$ cat src/rtl/mox_pkg.sv
// Shared definitions for the mox125 fetch stage: Moxie form-1 opcodes,
// instruction-length predecode, fetch FSM states and the queued entry type.
package mox_pkg;

    // Form-1 opcodes (inst[15:8]) that carry a 32-bit immediate
    localparam logic [7:0] OP_LDI_L = 8'h01;
    localparam logic [7:0] OP_JSRA  = 8'h03;
    localparam logic [7:0] OP_LDA_L = 8'h08;
    localparam logic [7:0] OP_STA_L = 8'h09;
    localparam logic [7:0] OP_JMPA  = 8'h1a;
    localparam logic [7:0] OP_LDI_B = 8'h1b;
    localparam logic [7:0] OP_LDA_B = 8'h1d;
    localparam logic [7:0] OP_STA_B = 8'h1f;
    localparam logic [7:0] OP_LDI_S = 8'h20;
    localparam logic [7:0] OP_LDA_S = 8'h22;
    localparam logic [7:0] OP_STA_S = 8'h24;
    localparam logic [7:0] OP_SWI   = 8'h30;

    // Form-1 opcodes that carry a 16-bit offset
    localparam logic [7:0] OP_LDO_L = 8'h0c;
    localparam logic [7:0] OP_STO_L = 8'h0d;
    localparam logic [7:0] OP_LDO_B = 8'h36;
    localparam logic [7:0] OP_STO_B = 8'h37;
    localparam logic [7:0] OP_LDO_S = 8'h38;
    localparam logic [7:0] OP_STO_S = 8'h39;

    typedef enum logic [1:0] {
        FS_RUN  = 2'd0,
        FS_MISS = 2'd1,
        FS_FULL = 2'd2
    } fetch_state_t;

    typedef struct packed {
        logic [31:0] pc;
        logic [15:0] inst;
        logic [31:0] imm;
        logic [1:0]  len;
    } fetch_entry_t;

    // Instruction length in halfwords; form 2/3 (inst[15] set) are always 1.
    function automatic logic [1:0] mox_inst_len(input logic [15:0] inst);
        logic [1:0] len;
        len = 2'd1;
        if (!inst[15]) begin
            case (inst[15:8])
                OP_LDI_L, OP_JSRA, OP_LDA_L, OP_STA_L, OP_JMPA, OP_LDI_B,
                OP_LDA_B, OP_STA_B, OP_LDI_S, OP_LDA_S, OP_STA_S, OP_SWI:
                    len = 2'd3;
                OP_LDO_L, OP_STO_L, OP_LDO_B, OP_STO_B, OP_LDO_S, OP_STO_S:
                    len = 2'd2;
                default:
                    len = 2'd1;
            endcase
        end
        return len;
    endfunction

endpackage

$ cat src/rtl/mox_fetch_queue.sv
// Circular FIFO of fetch entries between fetch and decode; synchronous
// clear discards all entries. Depth must be a power of two, at least 2.
module mox_fetch_queue
    import mox_pkg::*;
#(
    parameter int QDEPTH = 2
) (
    input  logic                      clk_i,
    input  logic                      rst_i,
    input  logic                      clear_i,
    input  logic                      push_i,
    input  fetch_entry_t              push_data_i,
    input  logic                      pop_i,
    output fetch_entry_t              head_o,
    output logic                      valid_o,
    output logic [$clog2(QDEPTH):0]   count_o
);

    localparam int AW = $clog2(QDEPTH);
    localparam int CW = AW + 1;
    localparam logic [AW-1:0] PTR_ONE = AW'(1);
    localparam logic [CW-1:0] CNT_ONE = CW'(1);
    localparam logic [CW-1:0] CNT_MAX = CW'(QDEPTH);

    fetch_entry_t  mem_q [QDEPTH];
    logic [AW-1:0] wr_ptr_q, wr_ptr_d;
    logic [AW-1:0] rd_ptr_q, rd_ptr_d;
    logic [CW-1:0] count_q, count_d;
    logic          do_push, do_pop;

    assign valid_o = (count_q != '0);
    assign head_o  = mem_q[rd_ptr_q];
    assign count_o = count_q;

    assign do_push = push_i && !clear_i && (count_q != CNT_MAX);
    assign do_pop  = pop_i && !clear_i && valid_o;

    // NOTE: every always_comb output gets a default first so no path can infer a latch.
    always_comb begin
        wr_ptr_d = wr_ptr_q;
        rd_ptr_d = rd_ptr_q;
        count_d  = count_q;
        if (clear_i) begin
            wr_ptr_d = '0;
            rd_ptr_d = '0;
            count_d  = '0;
        end else begin
            if (do_push) wr_ptr_d = wr_ptr_q + PTR_ONE;
            if (do_pop)  rd_ptr_d = rd_ptr_q + PTR_ONE;
            if (do_push && !do_pop)      count_d = count_q + CNT_ONE;
            else if (do_pop && !do_push) count_d = count_q - CNT_ONE;
        end
    end

    // NOTE: sequential state uses non-blocking assignment so all flops update together.
    always_ff @(posedge clk_i) begin
        if (rst_i) begin
            wr_ptr_q <= '0;
            rd_ptr_q <= '0;
            count_q  <= '0;
        end else begin
            wr_ptr_q <= wr_ptr_d;
            rd_ptr_q <= rd_ptr_d;
            count_q  <= count_d;
        end
    end

    // NOTE: storage is not reset; an entry is only visible once count covers it.
    always_ff @(posedge clk_i) begin
        if (do_push) mem_q[wr_ptr_q] <= push_data_i;
    end

endmodule

$ cat src/rtl/mox_fetch.sv
// mox125 instruction fetch: PC, cache lookup, length predecode and decode queue.
// Optional miss-stall counter on stall_cnt_o when MOX_FETCH_STATS_EN is defined.
module mox_fetch
    import mox_pkg::*;
#(
    parameter logic [31:0] RESET_PC = 32'h0000_1000,
    parameter int          QDEPTH   = 2
) (
    input  logic        clk_i,
    input  logic        rst_i,
    output logic [31:0] ic_adr_o,
    output logic        ic_stb_o,
    input  logic        ic_hit_i,
    input  logic [15:0] ic_inst_i,
    input  logic [31:0] ic_data_i,
    input  logic        flush_i,
    input  logic [31:0] flush_pc_i,
    output logic        valid_o,
    input  logic        ready_i,
    output logic [15:0] inst_o,
    output logic [31:0] imm_o,
    output logic [1:0]  len_o,
    output logic [31:0] pc_o
`ifdef MOX_FETCH_STATS_EN
    ,
    output logic [31:0] stall_cnt_o
`endif
);

    localparam int CW = $clog2(QDEPTH) + 1;
    localparam logic [CW-1:0] CNT_MAX = CW'(QDEPTH);

    fetch_state_t  state_q, state_d;
    logic [31:0]   pc_q, pc_d;
    logic          push;
    logic          q_pop;
    logic          q_valid;
    logic          q_full;
    logic [CW-1:0] q_count;
    logic [1:0]    lkp_len;
    fetch_entry_t  lkp_entry;
    fetch_entry_t  q_head;
    fetch_entry_t  head;

    assign lkp_len = mox_inst_len(ic_inst_i);
    assign q_full  = (q_count == CNT_MAX);

    always_comb begin
        lkp_entry      = '0;
        lkp_entry.pc   = pc_q;
        lkp_entry.inst = ic_inst_i;
        lkp_entry.len  = lkp_len;
        case (lkp_len)
            2'd2:    lkp_entry.imm = {16'h0000, ic_data_i[31:16]};
            2'd3:    lkp_entry.imm = ic_data_i;
            default: lkp_entry.imm = '0;
        endcase
    end

    always_comb begin
        state_d = state_q;
        pc_d    = pc_q;
        push    = 1'b0;
        case (state_q)
            FS_RUN: begin
                if (q_full) begin
                    state_d = FS_FULL;
                end else if (ic_hit_i) begin
                    push = 1'b1;
                    pc_d = pc_q + {29'd0, lkp_len, 1'b0};
                end else begin
                    state_d = FS_MISS;
                end
            end
            FS_MISS: begin
                if (ic_hit_i) begin
                    if (q_full) begin
                        state_d = FS_FULL;
                    end else begin
                        push    = 1'b1;
                        pc_d    = pc_q + {29'd0, lkp_len, 1'b0};
                        state_d = FS_RUN;
                    end
                end
            end
            FS_FULL: begin
                if (!q_full) state_d = FS_RUN;
            end
            default: state_d = FS_RUN;
        endcase
        // A redirect overrides any lookup result in the same cycle
        if (flush_i) begin
            push    = 1'b0;
            pc_d    = flush_pc_i & 32'hFFFF_FFFE;
            state_d = FS_RUN;
        end
    end

    always_ff @(posedge clk_i) begin
        if (rst_i) begin
            state_q <= FS_RUN;
            pc_q    <= RESET_PC;
        end else begin
            state_q <= state_d;
            pc_q    <= pc_d;
        end
    end

    assign ic_adr_o = pc_q;
    assign ic_stb_o = !rst_i && (state_q != FS_FULL);
    assign q_pop    = ready_i && q_valid && !flush_i;

    mox_fetch_queue #(
        .QDEPTH (QDEPTH)
    ) u_queue (
        .clk_i       (clk_i),
        .rst_i       (rst_i),
        .clear_i     (flush_i),
        .push_i      (push),
        .push_data_i (lkp_entry),
        .pop_i       (q_pop),
        .head_o      (q_head),
        .valid_o     (q_valid),
        .count_o     (q_count)
    );

    // Unwritten queue slots never reach decode: an empty queue presents zeros
    assign head    = q_valid ? q_head : '0;
    assign valid_o = q_valid;
    assign inst_o  = head.inst;
    assign imm_o   = head.imm;
    assign len_o   = head.len;
    assign pc_o    = head.pc;

`ifdef MOX_FETCH_STATS_EN
    logic [31:0] stall_cnt_q, stall_cnt_d;

    always_comb begin
        stall_cnt_d = stall_cnt_q;
        if (state_q == FS_MISS && stall_cnt_q != 32'hFFFF_FFFF)
            stall_cnt_d = stall_cnt_q + 32'd1;
    end

    always_ff @(posedge clk_i) begin
        if (rst_i) stall_cnt_q <= '0;
        else       stall_cnt_q <= stall_cnt_d;
    end

    assign stall_cnt_o = stall_cnt_q;
`endif

endmodule
$ cat config.mk
export PLATFORM = sky130hd
export DESIGN_NAME = mox_fetch
export DESIGN_NICKNAME = d
export VERILOG_FILES = /design/src/rtl/mox_pkg.sv /design/src/rtl/mox_fetch_queue.sv /design/src/rtl/mox_fetch.sv
export SDC_FILE = /design/constraint.sdc
export NUM_CORES = 1
export LEC_CHECK = 0
export CAP_MARGIN = 10
export CORE_ASPECT_RATIO = 0.8
export CORE_UTILIZATION = 40
export DETAILED_ROUTE_END_ITERATION = 8
export PLACE_DENSITY = 0.68
export RECOVER_POWER = 25
export SYNTH_ARGS = -nofsm -noshare
export SYNTH_HDL_FRONTEND = slang
export SYNTH_SLANG_ARGS = --single-unit
$ cat constraint.sdc
create_clock -name clk_i -period 9.45 [get_ports clk_i]
set_clock_uncertainty 0.1 [all_clocks]
set_input_delay 2.3625 -clock clk_i [delete_from_list [all_inputs] [get_ports clk_i]]
set_output_delay 2.3625 -clock clk_i [all_outputs]
set_load 0.01 [all_outputs]
### Selected gate families, run 1

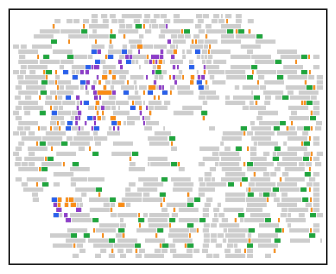
blue -> XOR/XNOR gates  # cells 27, most used xor2_1
purple -> NAND gates  # cells 62, most used nand2_1
orange -> NOR gates  # cells 140, most used nor2_1, where spread over the die
green -> multiplexers  # cells 82, most used mux2i_1, where spread over the die
Commonest Layout Cell: clkdlybuf4s50_1
Post-Layout Cell Count: 1142
logic share of the area: 24.7%

### The clock network, run 1

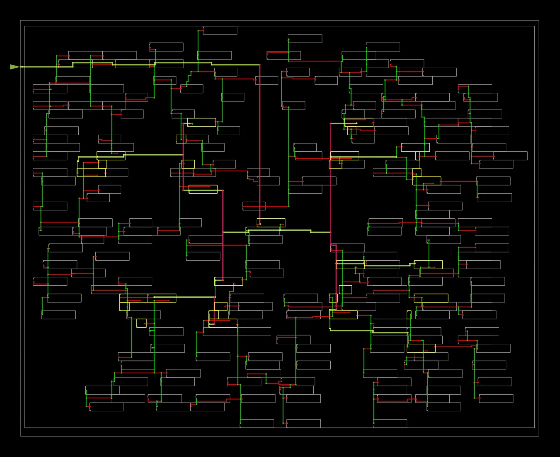
number of clock buffers in the layout: 19
Latency at later pin: 0.43 ns
registers: 200
Num CTS Buffers: 17

### Cells by drive strength, run 1

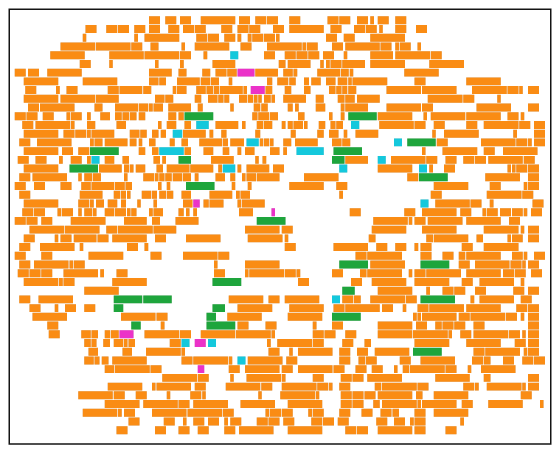
magenta -> _2 cells  # cells 7, share 0.81%
orange -> _0 and _1 cells  # cells 816, share 94%, most used clkdlybuf4s50_1
green -> _6 and larger  # cells 25, share 2.9%, most used clkbuf_16
cyan -> _3 and _4 cells  # cells 18, share 2.1%, most used buf_4
Final Instance Area: 11400 sq um
synth-to-layout area growth: 29.2%
Non-CTS buffers: 206
setup ws final: 3.12 ns

### M2 wires, run 1

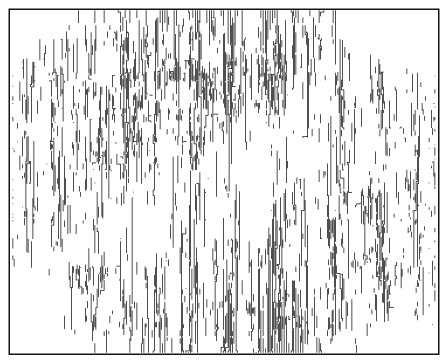
longest straight run = 51.0 um
nets with wire on the layer = 772
share of all routed wire = 44%
main direction = vertical
wire length on this layer = 8970 um
grt met2 use: 26.4%
final WL: 20600 um
vias post-DR: 6025

==> results.yml, run 1 <==
# synthesis and place-and-route metrics
outcome:
  status: "complete, but fails checks"
  violations: "capacitance limit, slew limit"
timing:
  period_minus_slack_ns: 6.33
  drv_slew: 24
  max_slew_margin_pct: -0.493
  finalSetupTns_ns: 0
min_path:
  holdPathEnd: "state_q[1]"
  min_from: "state_q[0]"
clock_tree:
  cts_setup_buffers: 0
  cts_tree: "built"
critical_path:
  critical_path_depth: 4
  crit_arrival_ns: 3.87
synth:
  common_cells: "edfxtp_1 (162), nor2_1 (116), mux2i_1 (82), dfxtp_1 (38), buf_4 (33)"
  synthCells: 699
floorplan:
  die-area_sq_um: 22800
  row_count: 48
  coreArea_sq_um: 21600
cells_and_area:
  layout-drive-gt1-share_pct: 5.77
  n_fill_cell: 1854
  num_antenna_cells: 1
run:
  cap_violations: 1
drt:
  drtPass1Iterations: 4
  viasPerCell: 5.28
power_and_ir_drop:
  fin_total_pwr_mw: 1.92
[run 1: cell families after synthesis]
kind of cell,after synthesis,synth area share [%]
flops,200,63.5
mux,82,9.26
other cells,1,0.0423
compound gates,64,5.70
simple gates,239,13.2
buf+inv,82,4.97
xor+xnor,27,2.67
fa+ha+maj,4,0.649
[run 1: flip-flops by register name (all words and copies together), names as in the netlist, named ones only]
signal / cells
u_queue.mem_q: 162
ic_adr_o: 31
state_q: 2
u_queue.count_o: 2
u_queue.rd_ptr_q: 1
u_queue.wr_ptr_q: 1
[run 1: cell usage in the layout (no fill, tap or decap), types with 4 or more instances in the layout]
cell             netlist  layout
o21ai_0                6       6
clkinvlp_4             0       4
xor2_1                18      18
edfxtp_1             162     162
nor3_1                 7       6
a32o_1                16      16
dfxtp_1               38      37
and3_1                22      21
nand3_1               14      14
nor4b_1                4       4
mux2i_1               82      82
nand4_1               14      14
or3_1                  7       7
nand2_1               24      24
inv_8                  0       4
nand2b_1               5       5
buf_4                 33       8
clkbuf_16              0      17
dlygate4sd3_1          0      20
nor2_1               116     115
nor4_1                 8       8
a311oi_1               5       5
a21oi_1                7       7
xnor2_1                9       9
clkdlybuf4s50_1        0     177
a211oi_1              18      18
inv_1                  9       9
nand4b_1               4       4
[run 1: where the power goes]
group          internal [mW]  leakage [nW]  switching, mW
combinational          0.102          1.62         0.0997
clock                  0.374         0.268          0.336
sequential             0.986          1.89         0.0257
[run 1: metal layers]
| metal | up-vias | global-route usage (%) | share of wire, % |
|---|---|---|---|
| li1 | 2868 | - | - |
| met1 | 2968 | 27.0 | 49 |
| met2 | 170 | 26.4 | 44 |
| met3 | 19 | 5.08 | 6.3 |
| met4 | 0 | 4.95 | 1.2 |
| met5 | - | 0 | 0 |
### Placed cells, one color a class, run 1

Bar = 50 um. Fill, decap, tap and diode cells in gray.
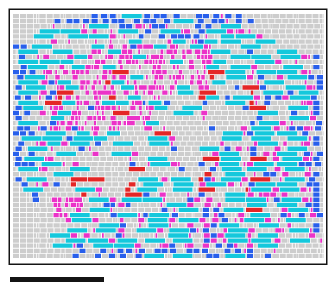

## Run 2: what changed since run 1
Settings changed: PLACE_DENSITY 0.68 to 0.66.
Clock period 9.45 ns to 6.15 ns, I/O delays scaled along.
### Placed cells, one color a class, run 2

Bar = 50 um. Fill, decap, tap and diode cells in gray.
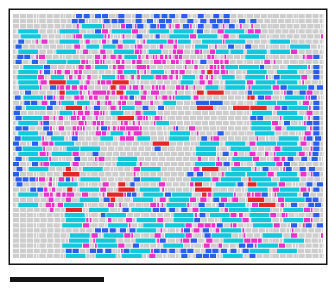
red -> clock drivers and dummy loads  # cells 32
cyan -> flops  # cells 200
magenta -> combinational and other logic  # cells 428
blue -> other buffers and delay cells  # cells 209
Final Util: 53.1%
FP Rows: 48
Seq area share: 49.1%
Placeable Area: 21600 sq um

### The clock network, run 2

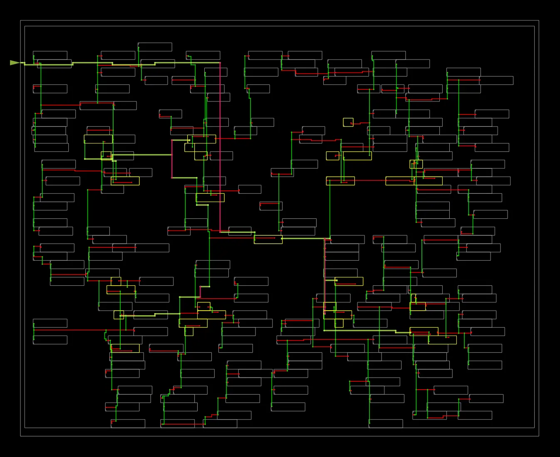
number of clock buffers in the layout: 20
clock distribution power: 1.05 mW

==> results.yml, run 2 <==
# synthesis and place-and-route metrics
outcome:
  status: "complete, but fails checks"
  violations: "capacitance limit, slew limit"
clock_tree:
  cts_tree: "built"
  cts_setup_buffers: 0
  cts_made_buffers: 17
  clock_latency_ns: 0.43
power_and_ir_drop:
  swShare_pct: 24.1
  clockPowerShare_pct: 36.0
  power_frac_seq_pct: 53.3
  p_int_mw: 2.22
  power_switching_mw: 0.702
cells_and_area:
  layout_top_cells: "clkdlybuf4s50_1 (166), edfxtp_1 (162), nor2_1 (115), mux2i_1 (82), dfxtp_1 (37)"
  signal_buffers: 209
  area_growth_pct: 29.5
  num_antenna_cells: 0
  sh_comb_area_pct: 24.6
  n_fill_cell: 1868
  layout-drive-gt1-share_pct: 5.98
  regMostFlops: "u_queue.mem_q"
drt:
  dr_wl_met2_um: 9740
  wl_met3_um: 1300
  top_layer: "met5"
  wl_met1_um: 9840
critical_path:
  crit_arrival_ns: 5.24
timing:
  drv_slew: 63
  max_slew_margin_pct: -50.7
run:
  cap_violations: 2
## run 2: metal layers
layer  global-route usage (%)  vias up
li1                         -     2880
met2                     29.0      181
met4                     4.49        2
met5                        0        -
met3                     4.79       14
met1                     25.9     2957
## run 2: worst max-delay path, stage by stage
cell and delay, ns:
clkdlybuf4s50_1 0.40, buf_4 0.21, inv_1 0.07, clkbuf_1 1.60, and3_4 1.01, buf_4 0.36
## run 2: worst min path at each step
| stage | endpoint | start | cells after the start |
|---|---|---|---|
| after floorplan | state_q[1] | state_q[0] | 1 |
| final | state_q[1] | state_q[0] | 1 |
| after detailed placement | state_q[1] | state_q[0] | 1 |
| after global routing | state_q[1] | state_q[0] | 1 |
| after CTS | state_q[1] | state_q[0] | 1 |
| after global placement | state_q[1] | state_q[0] | 1 |
## run 2: power by group through the flow
stage	combinational (mW)	sequential (mW)	clock, mW
after floorplan	0.165	1.57	0
after global routing	0.338	1.56	1.13
final	0.312	1.56	1.05
after detailed placement	0.319	1.59	0
after CTS	0.321	1.56	1.08
after global placement	0.315	1.58	0
## run 2: cell families after synthesis
logic type,after synthesis,synth area share [%]
AND/OR/NAND/NOR,239,13.2
flip-flops,200,63.5
multiplexers,82,9.26
buffers and inverters,82,4.97
AND-OR/OR-AND,64,5.70
XOR/XNOR,27,2.67
adder cells (fa/ha/maj),4,0.649
other,1,0.0423
## run 2: per-stage QoR
stage | instance area (sq um) | setup slack [ns] | power [mW]
3_3_place_gp | 10900 | 1.12 | 1.90
4_1_cts | 11500 | 1.50 | 2.95
5_1_grt | 11500 | 0.642 | 3.03
3_5_place_dp | 10900 | 1.04 | 1.91
6_report | 11500 | 0.931 | 2.92
2_1_floorplan | 8870 | 0.456 | 1.74
Power and IR drop assume default switching activity.
